`src/rtl/link_arbiter_if.sv`:
```
// Bundle of requester-side and slave-side handshake signals around link_arbiter.
// The arbiter connects through the "slave" modport (it serves the requesters);
// the surrounding environment drives the "master" modport.
interface link_arbiter_if #(
  parameter int unsigned NUM_REQ = 2,
  parameter int unsigned DATA_W  = 8
);
  logic [NUM_REQ-1:0]        m_req;
  logic [NUM_REQ*DATA_W-1:0] m_data;
  logic [NUM_REQ-1:0]        m_last;
  logic [NUM_REQ-1:0]        m_ack;
  logic                      s_req;
  logic [DATA_W-1:0]         s_data;
  logic                      s_ack;
  logic [NUM_REQ-1:0]        grant;
  logic                      busy;
  logic                      err;

  modport master (
    output m_req, m_data, m_last, s_ack,
    input  m_ack, s_req, s_data, grant, busy, err
  );

  modport slave (
    input  m_req, m_data, m_last, s_ack,
    output m_ack, s_req, s_data, grant, busy, err
  );
endinterface

```
`src/rtl/link_arbiter.sv`:
```
// Round-robin arbiter sharing one 4-phase req/ack byte link between NUM_REQ requesters.
// Grant is held for a whole burst (terminated by m_last) so bytes never interleave.
// Optional watchdog: define LINK_ARB_TIMEOUT_EN to build the TIMEOUT_CYC abort counter;
// without it err is tied low and the arbiter waits indefinitely.
module link_arbiter #(
  parameter int unsigned NUM_REQ     = 2,
  parameter int unsigned DATA_W      = 8,
  parameter int unsigned TIMEOUT_CYC = 255
) (
  input logic           clk,
  input logic           rst,
  link_arbiter_if.slave bus
);
  localparam int unsigned IdxW = (NUM_REQ > 1) ? $clog2(NUM_REQ) : 1;

  if (NUM_REQ < 2 || NUM_REQ > 4) begin : g_bad_num_req
    $error("link_arbiter: NUM_REQ must be in 2..4");
  end
  if (TIMEOUT_CYC < 1) begin : g_bad_timeout
    $error("link_arbiter: TIMEOUT_CYC must be at least 1");
  end

  typedef enum logic [1:0] {StIdle, StXfer, StAckd, StHold} state_e;

  state_e              state_q;
  logic [IdxW-1:0]     ptr_q;
  logic [IdxW-1:0]     sel_q;
  logic                last_q;
  logic [NUM_REQ-1:0]  grant_q;
  logic [NUM_REQ-1:0]  m_ack_q;
  logic                s_req_q;
  logic [DATA_W-1:0]   s_data_q;
  logic                busy_q;

  logic                pick_valid;
  logic [IdxW-1:0]     pick_idx;
  logic [IdxW:0]       cand_sum;
  logic                advance;
  logic                timeout;
  logic [IdxW-1:0]     ptr_next;

  // Cyclic search for the first requester at or after ptr; walking downwards lets the
  // candidate closest to ptr win.
  always_comb begin
    pick_valid = 1'b0;
    pick_idx   = '0;
    cand_sum   = '0;
    for (int k = NUM_REQ - 1; k >= 0; k--) begin
      cand_sum = {1'b0, ptr_q} + (IdxW + 1)'(k);
      if (cand_sum >= (IdxW + 1)'(NUM_REQ)) begin
        cand_sum = cand_sum - (IdxW + 1)'(NUM_REQ);
      end
      if (bus.m_req[cand_sum[IdxW-1:0]]) begin
        pick_valid = 1'b1;
        pick_idx   = cand_sum[IdxW-1:0];
      end
    end
  end

  // Exit condition of the current state; shared by the FSM and the watchdog.
  always_comb begin
    advance = 1'b0;
    unique case (state_q)
      StIdle:  advance = pick_valid;
      StXfer:  advance = bus.s_ack;
      StAckd:  advance = !bus.m_req[sel_q] && !bus.s_ack;
      StHold:  advance = bus.m_req[sel_q];
      default: advance = 1'b0;
    endcase
  end

  assign ptr_next = (sel_q == IdxW'(NUM_REQ - 1)) ? '0 : sel_q + 1'b1;

`ifdef LINK_ARB_TIMEOUT_EN
  localparam int unsigned CntW = $clog2(TIMEOUT_CYC + 1);

  logic [CntW-1:0] cnt_q;
  logic            err_q;

  // Cycles spent in the current non-idle state; any transition restarts the count.
  always_ff @(posedge clk or negedge rst) begin
    if (!rst) begin
      cnt_q <= '0;
      err_q <= 1'b0;
    end else begin
      err_q <= timeout;
      if (state_q == StIdle || advance || timeout) begin
        cnt_q <= '0;
      end else begin
        cnt_q <= cnt_q + 1'b1;
      end
    end
  end

  // True on the edge where the count would reach TIMEOUT_CYC.
  assign timeout = (state_q != StIdle) && (cnt_q == CntW'(TIMEOUT_CYC - 1));
  assign bus.err = err_q;
`else
  assign timeout = 1'b0;
  assign bus.err = 1'b0;
`endif

  // Arbitration and handshake FSM; every output is a register.
  always_ff @(posedge clk or negedge rst) begin
    if (!rst) begin
      state_q  <= StIdle;
      ptr_q    <= '0;
      sel_q    <= '0;
      last_q   <= 1'b0;
      grant_q  <= '0;
      m_ack_q  <= '0;
      s_req_q  <= 1'b0;
      s_data_q <= '0;
      busy_q   <= 1'b0;
    end else if (timeout) begin
      // Watchdog abort: drop the link and move priority past the stuck owner.
      state_q <= StIdle;
      s_req_q <= 1'b0;
      m_ack_q <= '0;
      grant_q <= '0;
      busy_q  <= 1'b0;
      ptr_q   <= ptr_next;
    end else begin
      unique case (state_q)
        StIdle: begin
          if (advance) begin
            sel_q    <= pick_idx;
            grant_q  <= NUM_REQ'(1) << pick_idx;
            s_data_q <= bus.m_data[pick_idx*DATA_W +: DATA_W];
            last_q   <= bus.m_last[pick_idx];
            s_req_q  <= 1'b1;
            busy_q   <= 1'b1;
            state_q  <= StXfer;
          end
        end
        StXfer: begin
          // s_req stays up until the slave acks, even if the requester withdraws.
          if (advance) begin
            s_req_q        <= 1'b0;
            m_ack_q[sel_q] <= 1'b1;
            state_q        <= StAckd;
          end
        end
        StAckd: begin
          if (advance) begin
            m_ack_q <= '0;
            if (last_q) begin
              grant_q <= '0;
              busy_q  <= 1'b0;
              ptr_q   <= ptr_next;
              state_q <= StIdle;
            end else begin
              state_q <= StHold;
            end
          end
        end
        StHold: begin
          // Only the owner can continue; everyone else keeps m_req up and waits.
          if (advance) begin
            s_data_q <= bus.m_data[sel_q*DATA_W +: DATA_W];
            last_q   <= bus.m_last[sel_q];
            s_req_q  <= 1'b1;
            state_q  <= StXfer;
          end
        end
        default: state_q <= StIdle;
      endcase
    end
  end

  assign bus.m_ack  = m_ack_q;
  assign bus.s_req  = s_req_q;
  assign bus.s_data = s_data_q;
  assign bus.grant  = grant_q;
  assign bus.busy   = busy_q;
endmodule

```
`src/flat_wrapper.sv`:
```
// flat-port wrapper written by rule: the top's interface ports become plain ports
module link_arbiter_flat 
#(
  parameter int unsigned NUM_REQ     = 2,
  parameter int unsigned DATA_W      = 8,
  parameter int unsigned TIMEOUT_CYC = 255
)
  (clk, rst, bus_m_req, bus_m_data, bus_m_last, bus_s_ack, bus_m_ack, bus_s_req, bus_s_data, bus_grant, bus_busy, bus_err);
  link_arbiter_if #(.NUM_REQ(NUM_REQ), .DATA_W(DATA_W)) bus_i ();
  input logic clk;
  input logic rst;
  input wire logic [$bits(bus_i.m_req)-1:0] bus_m_req;
  input wire logic [$bits(bus_i.m_data)-1:0] bus_m_data;
  input wire logic [$bits(bus_i.m_last)-1:0] bus_m_last;
  input wire logic [$bits(bus_i.s_ack)-1:0] bus_s_ack;
  output wire logic [$bits(bus_i.m_ack)-1:0] bus_m_ack;
  output wire logic [$bits(bus_i.s_req)-1:0] bus_s_req;
  output wire logic [$bits(bus_i.s_data)-1:0] bus_s_data;
  output wire logic [$bits(bus_i.grant)-1:0] bus_grant;
  output wire logic [$bits(bus_i.busy)-1:0] bus_busy;
  output wire logic [$bits(bus_i.err)-1:0] bus_err;
  assign bus_i.m_req = bus_m_req;
  assign bus_i.m_data = bus_m_data;
  assign bus_i.m_last = bus_m_last;
  assign bus_i.s_ack = bus_s_ack;
  assign bus_m_ack = bus_i.m_ack;
  assign bus_s_req = bus_i.s_req;
  assign bus_s_data = bus_i.s_data;
  assign bus_grant = bus_i.grant;
  assign bus_busy = bus_i.busy;
  assign bus_err = bus_i.err;
  link_arbiter #(.NUM_REQ(NUM_REQ), .DATA_W(DATA_W), .TIMEOUT_CYC(TIMEOUT_CYC)) u_core (.clk(clk), .rst(rst), .bus(bus_i));
endmodule
```
`config.mk`:
```
export PLATFORM = sky130hd
export DESIGN_NAME = link_arbiter_flat
export DESIGN_NICKNAME = d
export VERILOG_FILES = /design/src/rtl/link_arbiter_if.sv /design/src/rtl/link_arbiter.sv /design/src/flat_wrapper.sv
export SDC_FILE = /design/constraint.sdc
export NUM_CORES = 1
export LEC_CHECK = 0
export CAP_MARGIN = 20
export CORE_ASPECT_RATIO = 0.9
export CORE_MARGIN = 1.5
export CORE_UTILIZATION = 40
export CTS_CLUSTER_DIAMETER = 50
export DETAILED_ROUTE_END_ITERATION = 8
export PLACE_DENSITY_LB_ADDON = 0.25
export SLEW_MARGIN = 20
export SYNTH_ARGS = -nofsm -noshare
export SYNTH_HDL_FRONTEND = slang
export SYNTH_SLANG_ARGS = --single-unit
```
`constraint.sdc`:
```
create_clock -name clk -period 1.8 [get_ports clk]
set_input_delay 0.36 -clock clk [delete_from_list [all_inputs] [get_ports clk]]
set_output_delay 0.36 -clock clk [all_outputs]
set_load 0.005 [all_outputs]
```
==> images/clock_nets.png <==
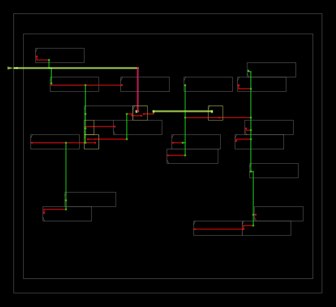
final-layout clock buffer total: 3
Clk. pwr: 0.000209 W
clock sink total: 19
Late-Pin Clk Latency: 290 ps

==> images/floorplan.png <==
Pins as bars on the die edge. Tap cells in grey.
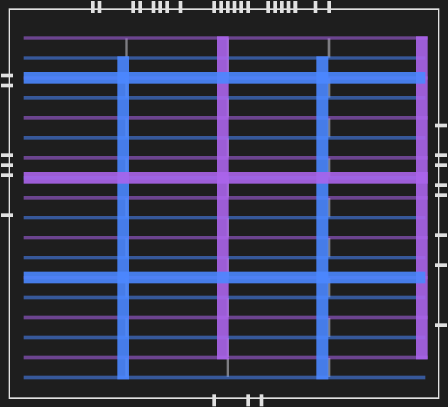
legend:
  blue:
    net: VSS
  purple:
    net: VDD
signal pins: 38
tap cells: 28

==> images/gates.png <==
Bar = 20 µm.
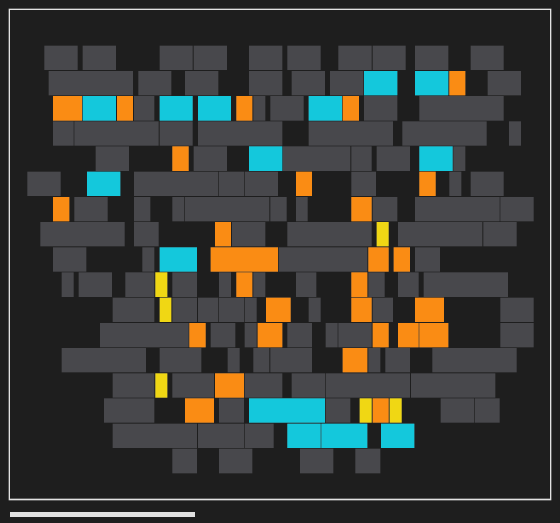
legend:
  orange:
    family: aoi and oai cells
    cells: 28
  cyan:
    family: mux cells
    cells: 14
  yellow:
    family: inv cells
    cells: 6

==> images/class_map.png <==
Bar = 20 µm.
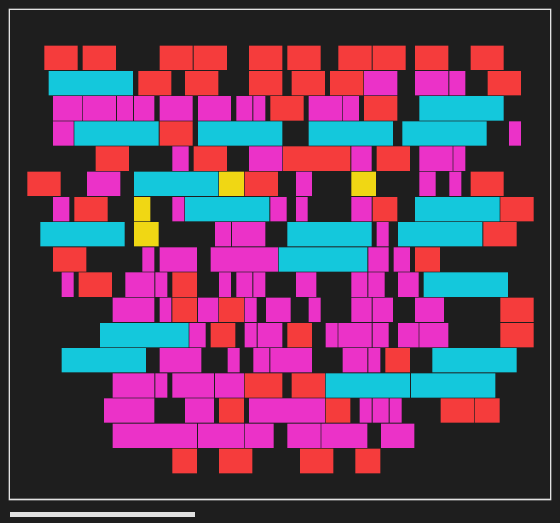
legend:
  cyan:
    class: sequential cells
    cells: 19
  magenta:
    class: remaining logic cells
    cells: 86
  yellow:
    class: clock drivers and dummy loads
    cells: 4
  red:
    class: remaining buffers and delay cells
    cells: 51

==> images/clock_wires.png <==
Bar = 20 µm.
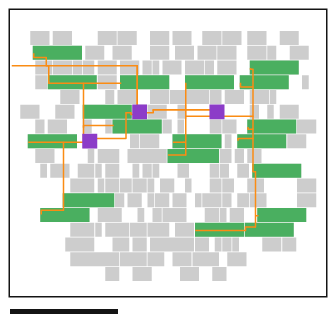
legend:
  orange:
    item: clock wires
    length: 209 µm
  green:
    item: flip-flops
    count: 19
  purple:
    item: clock-net drivers
    count: 3
routed clock nets: 4

==> metrics.yaml <==
routing:
  wire_per_inst_um: 13.6
  route.met3.wl_um: 154
  postRouteAntennaNets: 0
  drtPass1Iterations: 4
  drtIter0Drc: 35
  routed.top_layer: "met4"
  vias_per_cell: 5.34
critical_path:
  regToRegSetupSlack_ps: 80
  crit_start: "bus_m_req[0]"
  critical-path-slowest-cell: "clkdlybuf4s50_1"
  critPathMaxStageDelay_ps: 430
  r2r_end: "u_core.bus.s_data[4]$_DFFE_PN0P_"
  cp-end-kind: "flip-flop"
  r2r_cells: 9
  crit_family: "multiplexers"
  worst-path-buf-inv: 1
placed_design:
  dp.cells: 183
  port_buffers: 36
  placed_cell_area_um2: 1620
  pre_cts_slack_ps: -292
die:
  die_y_um: 52.8
  fp-row-count: 17
  coreArea_um2: 2530
  die_area_um2: 3080
  die_w_um: 58.3
logic_synthesis:
  ys_cells: 110
  synthTopLogicFamily: "AND-OR/OR-AND gates"
  syn_area_um2: 1100
  ys_async_sr_fraction_pct: 100
  synthesis.nets: 139
  yosysWarnings: 0
  simple_gate_share_pct: 12.0
  mux_area_share_pct: 13.2
  yosysTopAreaCellShare_pct: 43.2
  yosysSeqAreaShare_pct: 43.2
final_layout:
  final_cells: 188
  antenna_cells: 0
  nFillCells: 217
  layout_top_cells: "36 x clkdlybuf4s50_1, 17 x dfrtp_1, 13 x a21oi_1, 13 x buf_4, 11 x mux2i_1"
  buffers: 51
  sequential_cell_total: 19
  sh_seq_area_pct: 28.6
  logic_gates: 80
  regArea_um2: 478
  inverters: 6
  area_share_nonclk_buffers_pct: 29.3
final_timing:
  hold_violations: 0
  clock_skew_ps: 6.95
  fmax_mhz: 575
  fin_hold_ws_ps: 378
  layout_setup_ws_ps: 61.8
  timing.final.crit_share_pct: 96.6
  period_minus_slack_ps: 1740
power:
  power_frac_clock_pct: 7.2
  top_power_group: "combinational logic"
  vdd_drop_max_uv: 858
  switching_share_pct: 39.9
  power_frac_comb_pct: 65.5
clock_network:
  htree_levels: 1
  cts_buffers: 3
  cts_resized: 0
  cts_tree: "done"
status:
  status: "completed"
global_routing:
  grt_max_degree: 20
  grt_util_met1_pct: 22.0
  grt_util_met3_pct: 4.69
flow_run:
  warnings: 33
No activity file was given, so power comes from the tool's default toggle rates.
